[config.mk]
export PLATFORM = sky130hd
export DESIGN_NAME = pc_unit_flat
export DESIGN_NICKNAME = d
export VERILOG_FILES = /design/src/rtl/pc_if.sv /design/src/rtl/pc_unit.sv /design/src/flat_wrapper.sv
export SDC_FILE = /design/constraint.sdc
export NUM_CORES = 1
export LEC_CHECK = 0
export CORE_MARGIN = 2
export CORE_UTILIZATION = 43
export DETAILED_ROUTE_END_ITERATION = 8
export DONT_BUFFER_PORTS = 1
export GPL_TIMING_DRIVEN = 1
export PLACE_DENSITY = 0.7
export SYNTH_ARGS = -nofsm -noshare
export SYNTH_HDL_FRONTEND = slang
export SYNTH_SLANG_ARGS = --single-unit
[constraint.sdc]
create_clock -name clk -period 2.1 [get_ports clk]
set_input_delay 0.42 -clock clk [delete_from_list [all_inputs] [get_ports clk]]
set_output_delay 0.42 -clock clk [all_outputs]
set_load 0.05 [all_outputs]
[src/rtl/pc_if.sv]
// Fetch/redirect bus between the control path and the PC unit.
interface pc_if #(
  parameter int unsigned XLEN = 32
);
  logic [XLEN-1:0] imm;
  logic [XLEN-1:0] br_pc;
  logic [XLEN-1:0] rs1_val;
  logic            ZERO;
  logic            Branch;
  logic            Jump;
  logic            Jalr;
  logic            trap;
  logic            stall;
  logic [XLEN-1:0] pc;
  logic            pc_valid;
  logic [XLEN-1:0] link_addr;
  logic            redirect;
  logic            misalign_err;

  modport master (
    output imm, br_pc, rs1_val, ZERO, Branch, Jump, Jalr, trap, stall,
    input  pc, pc_valid, link_addr, redirect, misalign_err
  );

  modport slave (
    input  imm, br_pc, rs1_val, ZERO, Branch, Jump, Jalr, trap, stall,
    output pc, pc_valid, link_addr, redirect, misalign_err
  );
endinterface

[src/rtl/pc_unit.sv]
// Program counter with branch/jump/jalr/trap redirect and stall-deferred redirects.
// Optional macro PC_MISALIGN_CHK_EN: misaligned targets trap when ADDR_STEP = 4.
module pc_unit #(
  parameter int unsigned     XLEN      = 32,
  parameter int unsigned     ADDR_STEP = 1,
  parameter logic [XLEN-1:0] RESET_PC  = '0,
  parameter logic [XLEN-1:0] TRAP_VEC  = XLEN'(32'h0000_0010)
) (
  input logic clk,
  input logic rst,
  pc_if.slave bus
);

  localparam logic [XLEN-1:0] STEP      = XLEN'(ADDR_STEP);
  localparam logic [XLEN-1:0] JALR_MASK = (ADDR_STEP == 4) ? ~XLEN'(1) : '1;
`ifdef PC_MISALIGN_CHK_EN
  localparam bit CHK_EN = (ADDR_STEP == 4);
`else
  localparam bit CHK_EN = 1'b0;
`endif

  typedef enum logic [1:0] {BOOT, RUN, PEND} state_t;

  state_t          state, state_nx;
  logic [XLEN-1:0] pc_q, pc_nx;
  logic [XLEN-1:0] pend_tgt, pend_tgt_nx;
  logic            pend_trap, pend_trap_nx;
  logic            redirect_q, redirect_nx;
  logic            mis_q, mis_nx;
  logic            valid_q, valid_nx;
  logic            taken, req, mis_req, mis_pend;
  logic [XLEN-1:0] req_tgt;

  // Request decode in priority order: trap > Jalr > Jump > taken branch.
  always_comb begin
    taken = bus.ZERO & bus.Branch;
    req   = bus.trap | bus.Jalr | bus.Jump | taken;
    if (bus.trap)      req_tgt = TRAP_VEC;
    else if (bus.Jalr) req_tgt = (bus.rs1_val + bus.imm) & JALR_MASK;
    else               req_tgt = bus.br_pc + bus.imm;
    mis_req  = CHK_EN && !bus.trap && (req_tgt[1:0] != 2'b00);
    mis_pend = CHK_EN && !pend_trap && (pend_tgt[1:0] != 2'b00);
  end

  always_ff @(posedge clk or posedge rst) begin
    if (rst) state <= BOOT;
    else     state <= state_nx;
  end

  always_comb begin
    state_nx     = state;
    pc_nx        = pc_q;
    pend_tgt_nx  = pend_tgt;
    pend_trap_nx = pend_trap;
    redirect_nx  = 1'b0;
    mis_nx       = 1'b0;
    case (state)
      BOOT: state_nx = RUN;
      RUN: begin
        if (bus.stall) begin
          if (req) begin
            pend_tgt_nx  = req_tgt;
            pend_trap_nx = bus.trap;
            state_nx     = PEND;
          end
        end else if (req) begin
          redirect_nx = 1'b1;
          mis_nx      = mis_req;
          pc_nx       = mis_req ? TRAP_VEC : req_tgt;
        end else begin
          pc_nx = pc_q + STEP;
        end
      end
      PEND: begin
        // Oldest redirect wins while stalled; only a trap may replace it.
        if (bus.stall) begin
          if (bus.trap) begin
            pend_tgt_nx  = TRAP_VEC;
            pend_trap_nx = 1'b1;
          end
        end else begin
          redirect_nx = 1'b1;
          state_nx    = RUN;
          if (bus.trap) begin
            pc_nx = TRAP_VEC;
          end else begin
            mis_nx = mis_pend;
            pc_nx  = mis_pend ? TRAP_VEC : pend_tgt;
          end
        end
      end
      default: state_nx = BOOT;
    endcase
    valid_nx = (state_nx != BOOT);
  end

  always_ff @(posedge clk or posedge rst) begin
    if (rst) begin
      pc_q       <= RESET_PC;
      pend_tgt   <= '0;
      pend_trap  <= 1'b0;
      redirect_q <= 1'b0;
      mis_q      <= 1'b0;
      valid_q    <= 1'b0;
    end else begin
      pc_q       <= pc_nx;
      pend_tgt   <= pend_tgt_nx;
      pend_trap  <= pend_trap_nx;
      redirect_q <= redirect_nx;
      mis_q      <= mis_nx;
      valid_q    <= valid_nx;
    end
  end

  assign bus.pc           = pc_q;
  assign bus.pc_valid     = valid_q;
  assign bus.redirect     = redirect_q;
  assign bus.misalign_err = mis_q;
  assign bus.link_addr    = bus.br_pc + STEP;

endmodule

[src/flat_wrapper.sv]
// flat-port wrapper written by rule: the top's interface ports become plain ports
module pc_unit_flat 
#(
  parameter int unsigned     XLEN      = 32,
  parameter int unsigned     ADDR_STEP = 1,
  parameter logic [XLEN-1:0] RESET_PC  = '0,
  parameter logic [XLEN-1:0] TRAP_VEC  = XLEN'(32'h0000_0010)
)
  (clk, rst, bus_imm, bus_br_pc, bus_rs1_val, bus_ZERO, bus_Branch, bus_Jump, bus_Jalr, bus_trap, bus_stall, bus_pc, bus_pc_valid, bus_link_addr, bus_redirect, bus_misalign_err);
  pc_if #(.XLEN(XLEN)) bus_i ();
  input logic clk;
  input logic rst;
  input wire logic [$bits(bus_i.imm)-1:0] bus_imm;
  input wire logic [$bits(bus_i.br_pc)-1:0] bus_br_pc;
  input wire logic [$bits(bus_i.rs1_val)-1:0] bus_rs1_val;
  input wire logic [$bits(bus_i.ZERO)-1:0] bus_ZERO;
  input wire logic [$bits(bus_i.Branch)-1:0] bus_Branch;
  input wire logic [$bits(bus_i.Jump)-1:0] bus_Jump;
  input wire logic [$bits(bus_i.Jalr)-1:0] bus_Jalr;
  input wire logic [$bits(bus_i.trap)-1:0] bus_trap;
  input wire logic [$bits(bus_i.stall)-1:0] bus_stall;
  output wire logic [$bits(bus_i.pc)-1:0] bus_pc;
  output wire logic [$bits(bus_i.pc_valid)-1:0] bus_pc_valid;
  output wire logic [$bits(bus_i.link_addr)-1:0] bus_link_addr;
  output wire logic [$bits(bus_i.redirect)-1:0] bus_redirect;
  output wire logic [$bits(bus_i.misalign_err)-1:0] bus_misalign_err;
  assign bus_i.imm = bus_imm;
  assign bus_i.br_pc = bus_br_pc;
  assign bus_i.rs1_val = bus_rs1_val;
  assign bus_i.ZERO = bus_ZERO;
  assign bus_i.Branch = bus_Branch;
  assign bus_i.Jump = bus_Jump;
  assign bus_i.Jalr = bus_Jalr;
  assign bus_i.trap = bus_trap;
  assign bus_i.stall = bus_stall;
  assign bus_pc = bus_i.pc;
  assign bus_pc_valid = bus_i.pc_valid;
  assign bus_link_addr = bus_i.link_addr;
  assign bus_redirect = bus_i.redirect;
  assign bus_misalign_err = bus_i.misalign_err;
  pc_unit #(.XLEN(XLEN), .ADDR_STEP(ADDR_STEP), .RESET_PC(RESET_PC), .TRAP_VEC(TRAP_VEC)) u_core (.clk(clk), .rst(rst), .bus(bus_i));
endmodule
==> Slide: Implementation Results <==
Flow Results at a Glance

Final timing
  – Relative slew slack: 52.3%
  – Final critical-path share of the clock period: 126%
  – Setup violations, final: 61
  – PnR worst setup slack: -553 ps
  – Worst hold slack: 66.8 ps
  – Post-Route Setup TNS: -16740 ps

Floorplanning
  – Horizontal die dimension: 126 um
  – Number of well taps: 184

Outcome
  – Status: finished, violations left
  – Violated checks: negative setup slack

Logic synthesis
  – Most instantiated cells after synthesis: 84 x sky130_fd_sc_hd__nand2_1, 68 x sky130_fd_sc_hd__dfrtp_1, 67 x sky130_fd_sc_hd__a21oi_1, 63 x sky130_fd_sc_hd__nor2_1, 56 x sky130_fd_sc_hd__xnor2_1
  – Fraction of synthesis flops using an asynchronous set or reset pin: 100%
  – Comb area leader: AND-OR/OR-AND gates
  – Seq/Total Area, Yosys: 26.8%
  – Netlist area before placement: 0.00635 mm^2
  – And-or/or-and share of the synthesized area: 24.4%

Clock network
  – Resized Gates After CTS: 144
  – H-Tree Depth: 3
  – Reg clk slew, reported paths: 50 ps
  – Clock tree root driver cell: sky130_fd_sc_hd__clkbuf_16

Place
  – Placement Cell Area: 0.00902 mm^2
  – Cell count after placement: 1160

Finish
  – Count of nets after finishing: 1156
  – Nonclk inv count: 24
  – Area-dominant cell class after layout: logic gates

Worst setup path
  – Critical path start-end classification: in -> reg
  – Buffering stage count on the worst path with inverters included: 3
  – Worst-path maximum fanout: 5
  – CP peak stage delay: 350 ps

Power
  – Fraction of power consumed by the clock network: 12.9%
  – Combinational logic power: 6690 uW
  – LEAKAGE: 0.00467 uW

Worst hold path
  – Path type of the worst min-delay path: in -> async

Global route
  – Number of global-route vias before repair: 7271
  – Global Route met3 Usage: 7.83%

Route
  – Highest signal layer in the routed design: met5
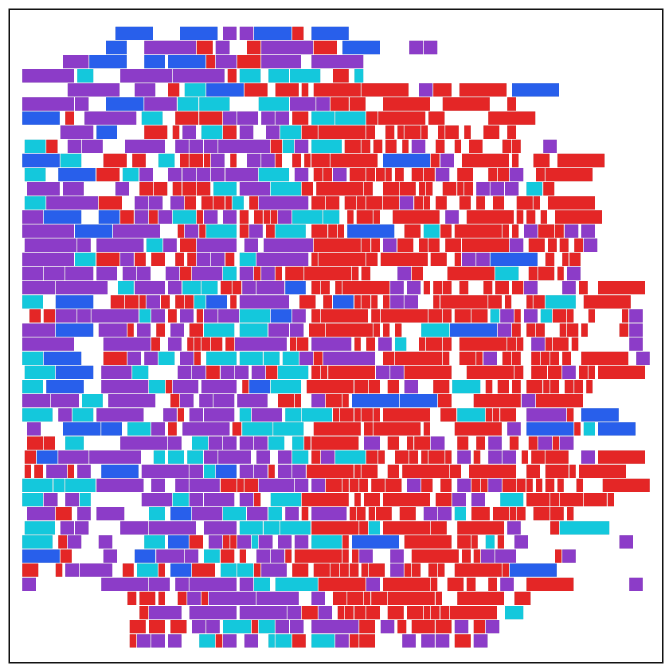
**Above:** cells by drive strength.
- blue: x6 and larger (cells 50; share 4.9%; most used buf_12)
- cyan: x2 (cells 122; share 12%)
- purple: x3 and x4 (cells 314; share 31%; most used buf_4)
- red: x1 and smaller (cells 531; share 52%; most used dfrtp_1)
final instance area: 0.0106 mm^2
relative area change from synthesis to final layout: 66.2%
PnR worst setup slack: -553 ps
count of non-CTS buffers in the layout: 249

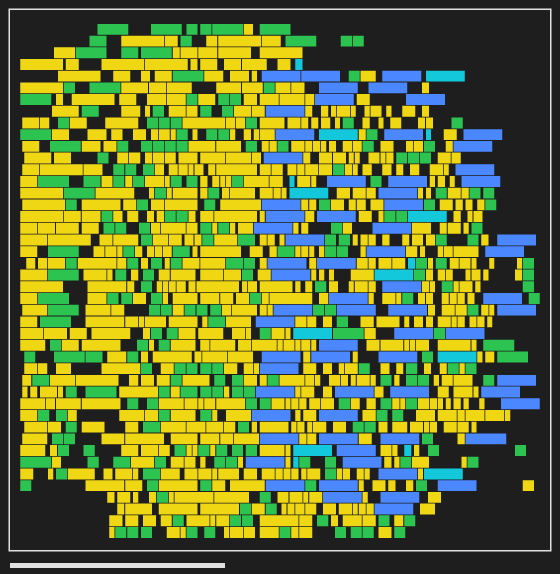
**Above:** placement by cell class.
Bar = 50 um.
- blue: registers (cells 68; share of their area 16%)
- cyan: clock drivers and dummy loads (cells 15; share of their area 2.4%)
- green: remaining buffers and delay cells (cells 249; share of their area 22%)
- yellow: remaining logic cells (cells 685; share of their area 59%)
area of the core: 0.0145 mm^2
final standard cell utilization of the core: 72.9%
fraction of area in registers: 16.1%

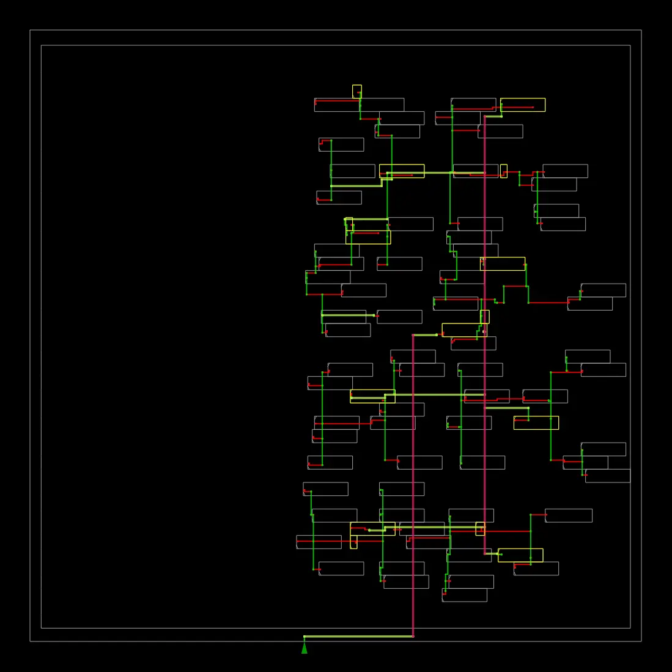
**Above:** clock wiring as the flow saved it.
Num Clock Sinks: 68
CLK BUF: 12
clock distribution power: 1320 uW
CTS buffer count: 9

Power figures rest on the tool's default switching activity, not on a simulated workload.
